### src/rtl/ha_array_accumulator_if.sv
// Handshake bundle between an ha_array multiplier front end, the row accumulator
// and the downstream product consumer.
interface ha_array_accumulator_if #(
  parameter int OUT_W = 16
);
  logic             in_valid;
  logic             in_ready;
  logic [6:0]       ha_array_0_b;
  logic [8:0]       ha_array_0_t;
  logic [6:0]       ha_array_1_b;
  logic [8:0]       ha_array_1_t;
  logic [6:0]       ha_array_2_b;
  logic [8:0]       ha_array_2_t;
  logic [6:0]       ha_array_3_b;
  logic [8:0]       ha_array_3_t;
  logic             out_valid;
  logic             out_ready;
  logic [OUT_W-1:0] product;
  logic             overflow;

  modport slave (
    input  in_valid,
    input  ha_array_0_b, ha_array_0_t, ha_array_1_b, ha_array_1_t,
    input  ha_array_2_b, ha_array_2_t, ha_array_3_b, ha_array_3_t,
    input  out_ready,
    output in_ready,
    output out_valid,
    output product,
    output overflow
  );

  modport master (
    output in_valid,
    output ha_array_0_b, ha_array_0_t, ha_array_1_b, ha_array_1_t,
    output ha_array_2_b, ha_array_2_t, ha_array_3_b, ha_array_3_t,
    output out_ready,
    input  in_ready,
    input  out_valid,
    input  product,
    input  overflow
  );
endinterface

### src/rtl/ha_array_accumulator.sv
// Sequential back end of the ha_array multiplier: folds the four captured
// half-adder rows into the product, one row per cycle.
module ha_array_accumulator #(
  parameter int OUT_W    = 16,
  parameter bit SATURATE = 1'b0
) (
  input  logic                  clk,
  input  logic                  rst_n,
  ha_array_accumulator_if.slave bus
);

  typedef enum logic [1:0] {IDLE, ACC, DONE} state_t;

  state_t           state_q;
  logic [1:0]       cnt_q;
  logic [OUT_W:0]   acc_q;
  logic [OUT_W:0]   acc_d;
  logic [OUT_W:0]   row_sh;
  logic [9:0]       row_sel;
  logic [6:0]       b_q [4];
  logic [8:0]       t_q [4];
  logic             out_valid_q;
  logic [OUT_W-1:0] product_q;
  logic             overflow_q;
  logic             accept;

  // b[i] carries weight 2^(i+2) inside its row, t[i] weight 2^i.
  function automatic logic [9:0] row_value(input logic [6:0] b, input logic [8:0] t);
    return 10'(t) + 10'({b, 2'b00});
  endfunction

  function automatic logic [OUT_W-1:0] sat_product(input logic [OUT_W:0] acc);
    if (SATURATE && acc[OUT_W]) return '1;
    return acc[OUT_W-1:0];
  endfunction

  assign bus.in_ready  = (state_q == IDLE) || ((state_q == DONE) && bus.out_ready);
  assign bus.out_valid = out_valid_q;
  assign bus.product   = product_q;
  assign bus.overflow  = overflow_q;

  assign accept  = bus.in_valid && bus.in_ready;
  assign row_sel = row_value(b_q[cnt_q], t_q[cnt_q]);
  assign row_sh  = (OUT_W+1)'(row_sel) << {cnt_q, 1'b0};
  assign acc_d   = acc_q + row_sh;

  always_ff @(posedge clk or negedge rst_n) begin
    if (!rst_n) begin
      state_q     <= IDLE;
      cnt_q       <= 2'd0;
      acc_q       <= '0;
      out_valid_q <= 1'b0;
      product_q   <= '0;
      overflow_q  <= 1'b0;
      for (int k = 0; k < 4; k++) begin
        b_q[k] <= '0;
        t_q[k] <= '0;
      end
    end else begin
      // in_ready is only high in IDLE/DONE, so accept also covers the back-to-back case
      if (accept) begin
        b_q[0] <= bus.ha_array_0_b;  t_q[0] <= bus.ha_array_0_t;
        b_q[1] <= bus.ha_array_1_b;  t_q[1] <= bus.ha_array_1_t;
        b_q[2] <= bus.ha_array_2_b;  t_q[2] <= bus.ha_array_2_t;
        b_q[3] <= bus.ha_array_3_b;  t_q[3] <= bus.ha_array_3_t;
        acc_q  <= '0;
        cnt_q  <= 2'd0;
      end
      case (state_q)
        IDLE: begin
          if (accept) state_q <= ACC;
        end
        ACC: begin
          acc_q <= acc_d;
          cnt_q <= cnt_q + 2'd1;
          if (cnt_q == 2'd3) begin
            state_q     <= DONE;
            out_valid_q <= 1'b1;
            product_q   <= sat_product(acc_d);
            overflow_q  <= acc_d[OUT_W];
          end
        end
        DONE: begin
          if (bus.out_ready) begin
            out_valid_q <= 1'b0;
            state_q     <= accept ? ACC : IDLE;
          end
        end
        default: state_q <= IDLE;
      endcase
    end
  end

endmodule

### src/flat_wrapper.sv
// flat-port wrapper written by rule: the top's interface ports become plain ports
module ha_array_accumulator_flat 
#(
  parameter int OUT_W    = 16,
  parameter bit SATURATE = 1'b0
)
  (clk, rst_n, bus_in_valid, bus_ha_array_0_b, bus_ha_array_0_t, bus_ha_array_1_b, bus_ha_array_1_t, bus_ha_array_2_b, bus_ha_array_2_t, bus_ha_array_3_b, bus_ha_array_3_t, bus_out_ready, bus_in_ready, bus_out_valid, bus_product, bus_overflow);
  ha_array_accumulator_if #(.OUT_W(OUT_W)) bus_i ();
  input  logic clk;
  input  logic rst_n;
  input wire logic [$bits(bus_i.in_valid)-1:0] bus_in_valid;
  input wire logic [$bits(bus_i.ha_array_0_b)-1:0] bus_ha_array_0_b;
  input wire logic [$bits(bus_i.ha_array_0_t)-1:0] bus_ha_array_0_t;
  input wire logic [$bits(bus_i.ha_array_1_b)-1:0] bus_ha_array_1_b;
  input wire logic [$bits(bus_i.ha_array_1_t)-1:0] bus_ha_array_1_t;
  input wire logic [$bits(bus_i.ha_array_2_b)-1:0] bus_ha_array_2_b;
  input wire logic [$bits(bus_i.ha_array_2_t)-1:0] bus_ha_array_2_t;
  input wire logic [$bits(bus_i.ha_array_3_b)-1:0] bus_ha_array_3_b;
  input wire logic [$bits(bus_i.ha_array_3_t)-1:0] bus_ha_array_3_t;
  input wire logic [$bits(bus_i.out_ready)-1:0] bus_out_ready;
  output wire logic [$bits(bus_i.in_ready)-1:0] bus_in_ready;
  output wire logic [$bits(bus_i.out_valid)-1:0] bus_out_valid;
  output wire logic [$bits(bus_i.product)-1:0] bus_product;
  output wire logic [$bits(bus_i.overflow)-1:0] bus_overflow;
  assign bus_i.in_valid = bus_in_valid;
  assign bus_i.ha_array_0_b = bus_ha_array_0_b;
  assign bus_i.ha_array_0_t = bus_ha_array_0_t;
  assign bus_i.ha_array_1_b = bus_ha_array_1_b;
  assign bus_i.ha_array_1_t = bus_ha_array_1_t;
  assign bus_i.ha_array_2_b = bus_ha_array_2_b;
  assign bus_i.ha_array_2_t = bus_ha_array_2_t;
  assign bus_i.ha_array_3_b = bus_ha_array_3_b;
  assign bus_i.ha_array_3_t = bus_ha_array_3_t;
  assign bus_i.out_ready = bus_out_ready;
  assign bus_in_ready = bus_i.in_ready;
  assign bus_out_valid = bus_i.out_valid;
  assign bus_product = bus_i.product;
  assign bus_overflow = bus_i.overflow;
  ha_array_accumulator #(.OUT_W(OUT_W), .SATURATE(SATURATE)) u_core (.clk(clk), .rst_n(rst_n), .bus(bus_i));
endmodule
### config.mk
export PLATFORM = sky130hd
export DESIGN_NAME = ha_array_accumulator_flat
export DESIGN_NICKNAME = d
export VERILOG_FILES = /design/src/rtl/ha_array_accumulator_if.sv /design/src/rtl/ha_array_accumulator.sv /design/src/flat_wrapper.sv
export SDC_FILE = /design/constraint.sdc
export NUM_CORES = 1
export LEC_CHECK = 0
export CORE_MARGIN = 2
export CORE_UTILIZATION = 45
export DETAILED_ROUTE_END_ITERATION = 8
export GPL_ROUTABILITY_DRIVEN = 0
export PLACE_DENSITY = 0.68
export SLEW_MARGIN = 20
export SYNTH_ARGS = -nofsm -noshare
export SYNTH_HDL_FRONTEND = slang
export SYNTH_SLANG_ARGS = --single-unit
export TNS_END_PERCENT = 10
### constraint.sdc
create_clock -name clk -period 5.2 [get_ports clk]
set_clock_uncertainty 0.2 [all_clocks]
set_input_delay 0.78 -clock clk [delete_from_list [all_inputs] [get_ports clk]]
set_output_delay 0.78 -clock clk [all_outputs]
set_load 0.02 [all_outputs]
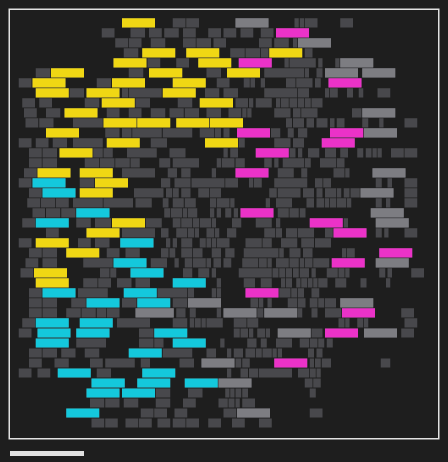
(images/registers.png)
Bar = 20 um.
colour	name in the netlist	placed flops
magenta	`u_core.acc_q`	17
yellow	`u_core.t_q`	36
cyan	`u_core.b_q`	28

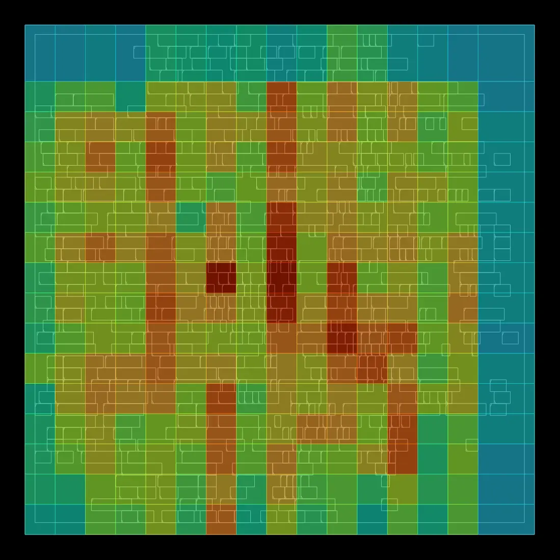
(images/final_congestion.png)
GRT met1 Usage: 25.39%
All-Layer GR Usage: 19.22%

==> out/qor.csv <==
metric,value,unit
status,completed,
worst_setup_hold_path_clk_slew,70,ps
ctsHoldBuffers,0,
synth_cells,506,
grt_remaining_overflow,0,
timing.hold.worst.start,u_core.bus.product[10],
die_area,13550,sq um
post_synth_instance_area,5684,sq um
warnings,27,
drv_slew,0,
clkLatencyLatePin,350,ps
antenna_cell_count,0,
post-place-ws,219.1,ps
first_global_vias,4120,
hold_violations_final,0,
place.port_buffers,86,
tritoncts.num_buffers,9,
yosys.stat.seqShare,45.34,%
layout-drive-gt1-share,19.76,%
cts-root-to-sink-buffers,2,
count_of_nets_left_with_antenna_violations_after_detail_routing,0,
setup.worst_path.class,reg2reg,
antenna_found_initial,0,
synth_warnings,0,
lay_top_count,sky130_fd_sc_hd__dfrtp_1,
initCoreUtil,45.60,%
setup_ws,279.0,ps
sequential cells by signal, summed over array words and instances, names as in the netlist:
| signal | count |
|---|---|
| u_core.t_q | 36 |
| u_core.cnt_q | 2 |
| u_core.bus.overflow | 1 |
| u_core.bus.out_valid | 1 |
| u_core.bus.product | 16 |
| u_core.state_q | 2 |
| u_core.b_q | 28 |
| u_core.acc_q | 17 |
layer usage:
metal	global-route usage (%)	share of wire, %	vias up
met4	7.540	2.0	0
met2	31.63	50	109
met1	25.39	44	1998
met3	3.477	4.6	20
li1	-	-	2019
met5	0	0	-
timing repair:
action | in CTS | in global routing
resized | 0 | 1
buffers inserted | 0 | 3
setup endpoints to repair | 0 | 6
through the flow:
stage | utilization (%) | hold slack (ps) | cells
2_1_floorplan | - | 256.3 | 506
3_3_place_gp | 53.81 | 260.7 | 745
3_5_place_dp | 53.81 | 269.5 | 745
4_1_cts | 56.20 | 285.9 | 761
5_1_grt | 56.40 | 298.3 | 764
6_report | 56.40 | 276.1 | 764
worst max-delay path, delay by kind of cell (launching register included):
family                   cells  cell delay [ps]
flip-flops                   1              680
AND-OR/OR-AND                8             1780
adder cells (fa/ha/maj)      3             1030
XOR/XNOR                     1              220
multiplexers                 1              390
AND/OR/NAND/NOR              3              480
path summary, 6_finish.rpt:
path	endpoint	slack (ps)	depth (start not counted)
worst max-delay path	u_core.bus.overflow	280	16
worst min-delay path	u_core.bus.product[10]	280	2
worst max register to register	u_core.bus.overflow	280	16
worst min register to register	u_core.bus.product[10]	280	2
max in group asynchronous	u_core.t_q[19]	3420	2
min in group asynchronous	u_core.bus.product[14]	310	1
final cells by class:
type / instances / area, sq um
Clock buffer: 9 / 225.2
Inverter: 9 / 33.78
Fill cell: 1046 / 5435
Sequential cell: 103 / 2581
Timing Repair Buffer: 98 / 948.4
Clock inverter: 7 / 72.57
Tap cell: 172 / 215.2
Multi-Input combinational cell: 366 / 2954
cells by family after synthesis:
| logic type | synth area share (%) |
|---|---|
| and+or+nand+nor | 9.950 |
| xor gates and xnor gates | 2.620 |
| DFF | 45.34 |
| adders and majority gates | 6.207 |
| AOI/OAI and AO/OA | 13.49 |
| muxes | 19.68 |
| buffers and inverters | 2.707 |
